### src/rtl/sat_accum_if.sv
// Stream interface for sat_accum: term input stream and group-result output.
// SAT_ACCUM_FLAG_EN adds the out_sat result flag.
interface sat_accum_if #(
   parameter int W     = 16,
   parameter int CNT_W = 6
);
   logic [W-1:0]     in_data;
   logic             in_valid;
   logic             in_last;
   logic             in_ready;
   logic [W-1:0]     out_data;
   logic [CNT_W-1:0] out_cnt;
   logic             out_valid;
   logic             out_ready;
`ifdef SAT_ACCUM_FLAG_EN
   logic             out_sat;
`endif

   // Accumulator side
   modport slave (
      input  in_data, in_valid, in_last, out_ready,
      output in_ready, out_data, out_cnt, out_valid
`ifdef SAT_ACCUM_FLAG_EN
      , output out_sat
`endif
   );

   // Producer/consumer side
   modport master (
      output in_data, in_valid, in_last, out_ready,
      input  in_ready, out_data, out_cnt, out_valid
`ifdef SAT_ACCUM_FLAG_EN
      , input out_sat
`endif
   );
endinterface

### src/rtl/sat_accum.sv
// Streaming saturating accumulator for LLR messages (signed INT.FRAC).
// Each accepted beat is added with a per-step clamp; the group total is
// presented on a valid/ready result port.
// Optional feature macro: SAT_ACCUM_FLAG_EN (adds sticky out_sat flag).
//
// state | meaning
// ------+---------------------------------------------------------------
// ACC   | accepting terms, in_ready=1
// HOLD  | group result valid, waiting for out_ready, in_ready=0
module sat_accum #(
   parameter int INT   = 8,
   parameter int FRAC  = 8,
   parameter int CNT_W = 6
) (
   input logic      clk,
   input logic      rst_n,
   sat_accum_if.slave bus
);
   localparam int W = INT + FRAC;

   typedef enum logic {ACC = 1'b0, HOLD = 1'b1} state_t;

   state_t           state, state_nxt;
   logic [W-1:0]     acc;
   logic             first;
   logic [CNT_W-1:0] cnt;
   logic [W-1:0]     out_data_q;
   logic [CNT_W-1:0] out_cnt_q;
   logic             out_valid_q;

   logic [W-1:0]     raw_sum;
   logic [W-1:0]     sat_sum;
   logic [W-1:0]     nxt;
   logic             clamp;
   logic [CNT_W-1:0] cnt_inc;
   logic             accept;
   logic             in_ready_c;

   // Saturating add of the running sum and the incoming term
   always_comb begin
      raw_sum = acc + bus.in_data;
      clamp   = (acc[W-1] == bus.in_data[W-1]) && (raw_sum[W-1] != acc[W-1]);
      sat_sum = raw_sum;
      if (clamp)
         sat_sum = acc[W-1] ? {1'b1, {(W-1){1'b0}}} : {1'b0, {(W-1){1'b1}}};
      nxt     = first ? bus.in_data : sat_sum;
      cnt_inc = (&cnt) ? cnt : cnt + 1'b1;
   end

   // Next-state and handshake decode
   always_comb begin
      state_nxt  = state;
      in_ready_c = 1'b0;
      accept     = 1'b0;
      case (state)
         ACC: begin
            in_ready_c = 1'b1;
            accept     = bus.in_valid;
            if (bus.in_valid && bus.in_last)
               state_nxt = HOLD;
         end
         HOLD: begin
            if (out_valid_q && bus.out_ready)
               state_nxt = ACC;
         end
         default: state_nxt = ACC;
      endcase
   end

   // State register
   always_ff @(posedge clk) begin
      if (!rst_n) state <= ACC;
      else        state <= state_nxt;
   end

   // Running sum, term counter and result registers
   always_ff @(posedge clk) begin
      if (!rst_n) begin
         acc         <= '0;
         first       <= 1'b1;
         cnt         <= '0;
         out_data_q  <= '0;
         out_cnt_q   <= '0;
         out_valid_q <= 1'b0;
      end else if (accept) begin
         acc <= nxt;
         if (bus.in_last) begin
            first       <= 1'b1;
            cnt         <= '0;
            out_data_q  <= nxt;
            out_cnt_q   <= cnt_inc;
            out_valid_q <= 1'b1;
         end else begin
            first <= 1'b0;
            cnt   <= cnt_inc;
         end
      end else if (out_valid_q && bus.out_ready) begin
         out_valid_q <= 1'b0;
      end
   end

`ifdef SAT_ACCUM_FLAG_EN
   logic step_clamp;
   logic sticky;
   logic out_sat_q;

   // The first term of a group is loaded, never added, so it cannot clamp
   assign step_clamp = clamp && !first;

   // Sticky clamp flag, captured into out_sat alongside out_data
   always_ff @(posedge clk) begin
      if (!rst_n) begin
         sticky    <= 1'b0;
         out_sat_q <= 1'b0;
      end else if (accept) begin
         if (bus.in_last) begin
            sticky    <= 1'b0;
            out_sat_q <= (sticky && !first) || step_clamp;
         end else begin
            sticky    <= (sticky && !first) || step_clamp;
         end
      end
   end

   assign bus.out_sat = out_sat_q;
`endif

   assign bus.in_ready  = in_ready_c;
   assign bus.out_data  = out_data_q;
   assign bus.out_cnt   = out_cnt_q;
   assign bus.out_valid = out_valid_q;
endmodule
### src/flat_wrapper.sv
// flat-port wrapper written by rule: the top's interface ports become plain ports
module sat_accum_flat 
#(
   parameter int INT   = 8,
   parameter int FRAC  = 8,
   parameter int CNT_W = 6
)
  (clk, rst_n, bus_in_data, bus_in_valid, bus_in_last, bus_out_ready, bus_in_ready, bus_out_data, bus_out_cnt, bus_out_valid);
  sat_accum_if #(.CNT_W(CNT_W)) bus_i ();
  input logic clk;
  input logic rst_n;
  input wire logic [$bits(bus_i.in_data)-1:0] bus_in_data;
  input wire logic [$bits(bus_i.in_valid)-1:0] bus_in_valid;
  input wire logic [$bits(bus_i.in_last)-1:0] bus_in_last;
  input wire logic [$bits(bus_i.out_ready)-1:0] bus_out_ready;
  output wire logic [$bits(bus_i.in_ready)-1:0] bus_in_ready;
  output wire logic [$bits(bus_i.out_data)-1:0] bus_out_data;
  output wire logic [$bits(bus_i.out_cnt)-1:0] bus_out_cnt;
  output wire logic [$bits(bus_i.out_valid)-1:0] bus_out_valid;
  assign bus_i.in_data = bus_in_data;
  assign bus_i.in_valid = bus_in_valid;
  assign bus_i.in_last = bus_in_last;
  assign bus_i.out_ready = bus_out_ready;
  assign bus_in_ready = bus_i.in_ready;
  assign bus_out_data = bus_i.out_data;
  assign bus_out_cnt = bus_i.out_cnt;
  assign bus_out_valid = bus_i.out_valid;
  sat_accum #(.INT(INT), .FRAC(FRAC), .CNT_W(CNT_W)) u_core (.clk(clk), .rst_n(rst_n), .bus(bus_i));
endmodule
### config.mk
export PLATFORM = sky130hd
export DESIGN_NAME = sat_accum_flat
export DESIGN_NICKNAME = d
export VERILOG_FILES = /design/src/rtl/sat_accum_if.sv /design/src/rtl/sat_accum.sv /design/src/flat_wrapper.sv
export SDC_FILE = /design/constraint.sdc
export NUM_CORES = 1
export LEC_CHECK = 0
export CAP_MARGIN = 5
export CORE_MARGIN = 3
export CORE_UTILIZATION = 49
export DETAILED_ROUTE_END_ITERATION = 10
export PLACE_DENSITY = 0.77
export SKIP_CTS_REPAIR_TIMING = 1
export SYNTH_ARGS = -nofsm -noshare
export SYNTH_HDL_FRONTEND = slang
export SYNTH_SLANG_ARGS = --single-unit
### constraint.sdc
create_clock -name clk -period 2.4 [get_ports clk]
set_clock_uncertainty 0.05 [all_clocks]
set_input_delay 0.36 -clock clk [delete_from_list [all_inputs] [get_ports clk]]
set_output_delay 0.36 -clock clk [all_outputs]
set_load 0.02 [all_outputs]
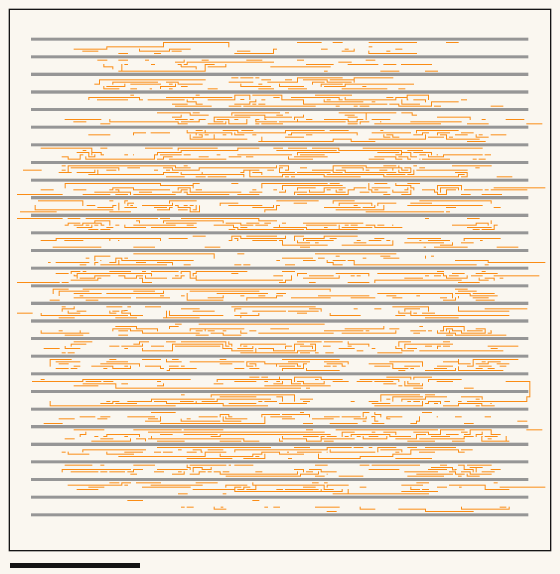
*The metal 1 layer*
Scale bar: 20 µm. Supply wires on this layer in grey.
nets with wire on the layer: 477
longest straight run: 38.2 µm
share of all routed wire: 45%

==> results.json <==
{
  "flop_cell": "dfxtp_1",
  "topCellsByArea": "dfxtp_1, a21oi_1, ha_1, nor2_1, o21ai_0",
  "path_buffers": 2,
  "grt_pass1_vias": 2943,
  "antenna_found_initial": 0,
  "regArea_um2": 947,
  "synthCells": 367,
  "worstReg2RegStart": "u_core.acc[0]$_SDFFE_PN0P_",
  "maxCapViolations": 0,
  "vias": 3172,
  "drc": 0,
  "yosys.area_share.xor_xnor_pct": 2.99,
  "setup_slack_ns": -0.0231,
  "layout_top_cells": "buf_4, dfxtp_1, a21oi_1, nor2_1, nand2_1",
  "setup_viol": 4,
  "synthSimpleGateAreaFrac_pct": 20.8,
  "rsz0062_at_grt": "yes",
  "clockRootBuffer": "clkbuf_8",
  "cp.depth": 11,
  "final_common_cell": "buf_4",
  "vdd_drop_max_v": 0.000375,
  "cp-end-kind": "flop",
  "rr_endpoint": "u_core.bus.out_data[12]$_SDFFE_PN0P_",
  "cts.sinks": 47,
  "swShare_pct": 34.1,
  "path_class": "flop to flop",
  "track_usage_pct": 24.2,
  "critical-path-top-delay-family": "AND-OR/OR-AND gates",
  "first_pass_iters": 5,
  "hold-worst-slack_ns": 0.377,
  "overflow": 0,
  "edf_count": 0,
  "grt_pass1_wl_um": 13900,
  "die_x_um": 83.4,
  "reg2regPathDepth": 11,
  "n_fill_cell": 416,
  "tightest_slew_ns": 0.402,
  "max_freq_mhz": 413,
  "yosys_warnings": 0,
  "syn_area_um2": 2930,
  "area_delta_synth_final_pct": 46.8,
  "timing.final.max_slew_violations": 0,
  "outcome": "complete, but fails checks",
  "cpMaxStageDelayCell": "or4_4",
  "logic_area_um2": 2130,
  "r2r_slack_ns": -0.02,
  "io_pins": 45,
  "finalClockPeriodUsage_pct": 101,
  "violations": "setup timing",
  "hold_end": "u_core.bus.out_data[6]$_SDFFE_PN0P_",
  "initial_core_util_pct": 52.0,
  "core_um2": 5640,
  "nets": 503,
  "clockBufferDepth": 2,
  "dpl.cell_count": 525,
  "holdPathStages": 3,
  "synthAdderAreaFrac_pct": 7.51,
  "synth-seq-cells": 47,
  "critPathLaunchType": "flop",
  "die-area_um2": 6950,
  "period_minus_slack_ns": 2.42,
  "core.rowCount": 27,
  "p_clk_w": 0.000617,
  "clkPwrFrac_pct": 24.8,
  "antenna_cells": 0,
  "synthAoiAreaFrac_pct": 29.6,
  "htree_levels": 2,
  "synth_stat.cells": 367,
  "worst_skew_pair.late_latency_ns": 0.31,
  "cellPowerDensity_nw_per_um2": 577,
  "via_per_inst": 5.90,
  "post_drt_wl_per_cell_um": 16.8,
  "powerComb_w": 0.000974,
  "crit_fanout": 4,
  "grt_max_degree": 24,
  "cts_tree": "yes",
  "powerSeq_w": 0.000892,
  "place.port_buffers": 44,
  "largest_area_cell": "dfxtp_1",
  "muxShareOfSynthArea_pct": 1.75,
  "critical_path.startpoint": "u_core.acc[0]$_SDFFE_PN0P_",
  "cpPeakStageDelay_ns": 0.43,
  "max_slew_margin_pct": 73.1,
  "tool_warnings": 27,
  "power.leakage_nw": 1.78,
  "cp_data_arrival_time_ns": 2.61,
  "p_switching_w": 0.000846,
  "seq_power_share_pct": 35.9,
  "cts_inserted_buffers": 5,
  "postSynth.asyncResetShare_pct": 0,
  "critPathCapture": "u_core.bus.out_data[12]$_SDFFE_PN0P_",
  "drt_iter0_markers": 212,
  "postSynthSeqShare_pct": 32.1,
  "syn_avg_cell_area_um2": 7.99,
  "maxPowerGroup": "combinational logic",
  "hpwlAfterDp_um": 6320,
  "synth.top_cell.area_share_pct": 32.1,
  "die_y_um": 83.4,
  "power.total_w": 0.00248,
  "hold_viol": 0,
  "drive_above_1_share_pct": 28.8,
  "yosysUniqueCellTypes": 56,
  "min_from": "bus_in_data[6]",
  "clk_pin_slew_worst_paths_ns": 0.10,
  "utilization_pct": 76.3,
  "p_comb_share_pct": 39.2,
  "final_cells": 538,
  "path_cells": "ha_4, inv_2, fa_2, nand2b_4, a21oi_4, o41a_1, buf_4, a31oi_1, o311ai_1, or4_4, a21oi_2",
  "hp-class": "primary input to flop",
  "synth.logic.top_family": "AND-OR/OR-AND gates",
  "ant_nets": 0,
  "fp_nets": 405,
  "place.gp.congestion": 0.862,
  "yosysChipArea_um2": 2930,
  "cp_data_required_time_ns": 2.59,
  "p_int_w": 0.00164
}
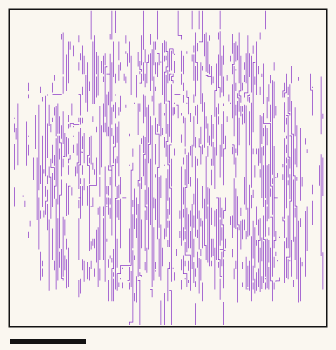
*M2 wires*
Scale bar: 20 µm.
share of all routed wire: 49%
main direction: vertical
wire length on this layer: 4,430 µm
met2 usage: 41.3%
WL final: 9060 µm

[per-stage QoR]
stage / cell area, µm² / TNS [ns] / setup slack, ns
2_1_floorplan: 3020 / 0 / 0.00634
4_1_cts: 4010 / -4.85 / -0.350
3_3_place_gp: 3900 / -13.24 / -0.631
3_5_place_dp: 3900 / -14.59 / -0.665
5_1_grt: 4310 / -0.390 / -0.0883
6_report: 4310 / -0.0453 / -0.0231
[tightest hold or removal path, stage by stage]
cell and delay, ns:
dlymetal6s2s_1 0.16, nand2_1 0.11, a31oi_1 0.07
[flip-flops by register name (all words and copies together) (netlist names)]
name                  count
u_core.acc               16
u_core.bus.out_data      16
u_core.bus.out_cnt        6
u_core.cnt                6
u_core.bus.out_valid      1
u_core.first              1
u_core.state              1
[layer usage]
metal  share of wire, %  vias to the layer above  track usage, %
li1                   -                     1554               -
met1                 45                     1509            31.3
met2                 49                       97            41.3
met3                4.7                       12            3.87
met4                1.5                        0            7.28
met5                  0                        -               0
[area by class of cell]
type	instances	area share, %
inverter	8	0.697
clock inverter	3	1.07
tap	72	2.09
clock buffer	5	1.60
timing repair buffer	112	23.0
sequential	47	22.0
multi-input combinational	291	49.5
[cell usage after synthesis (all sizes together) (6+ instances only)]
master,n
nor2,36
nand2,34
a21oi,49
buf,13
xor2,6
dfxtp,47
a31oi,13
clkbuf,8
nor3,7
a22oi,9
or4,7
inv,6
o21ai,27
nand3,16
ha,16
o211ai,8
[logic make-up (layout without fill, tap and decap cells)]
kind of cell,after synthesis,in the layout
simple gates,126,126
mux,5,5
buf+inv,29,128
xor+xnor,10,10
compound gates,133,133
fa+ha+maj,17,17
flops,47,47
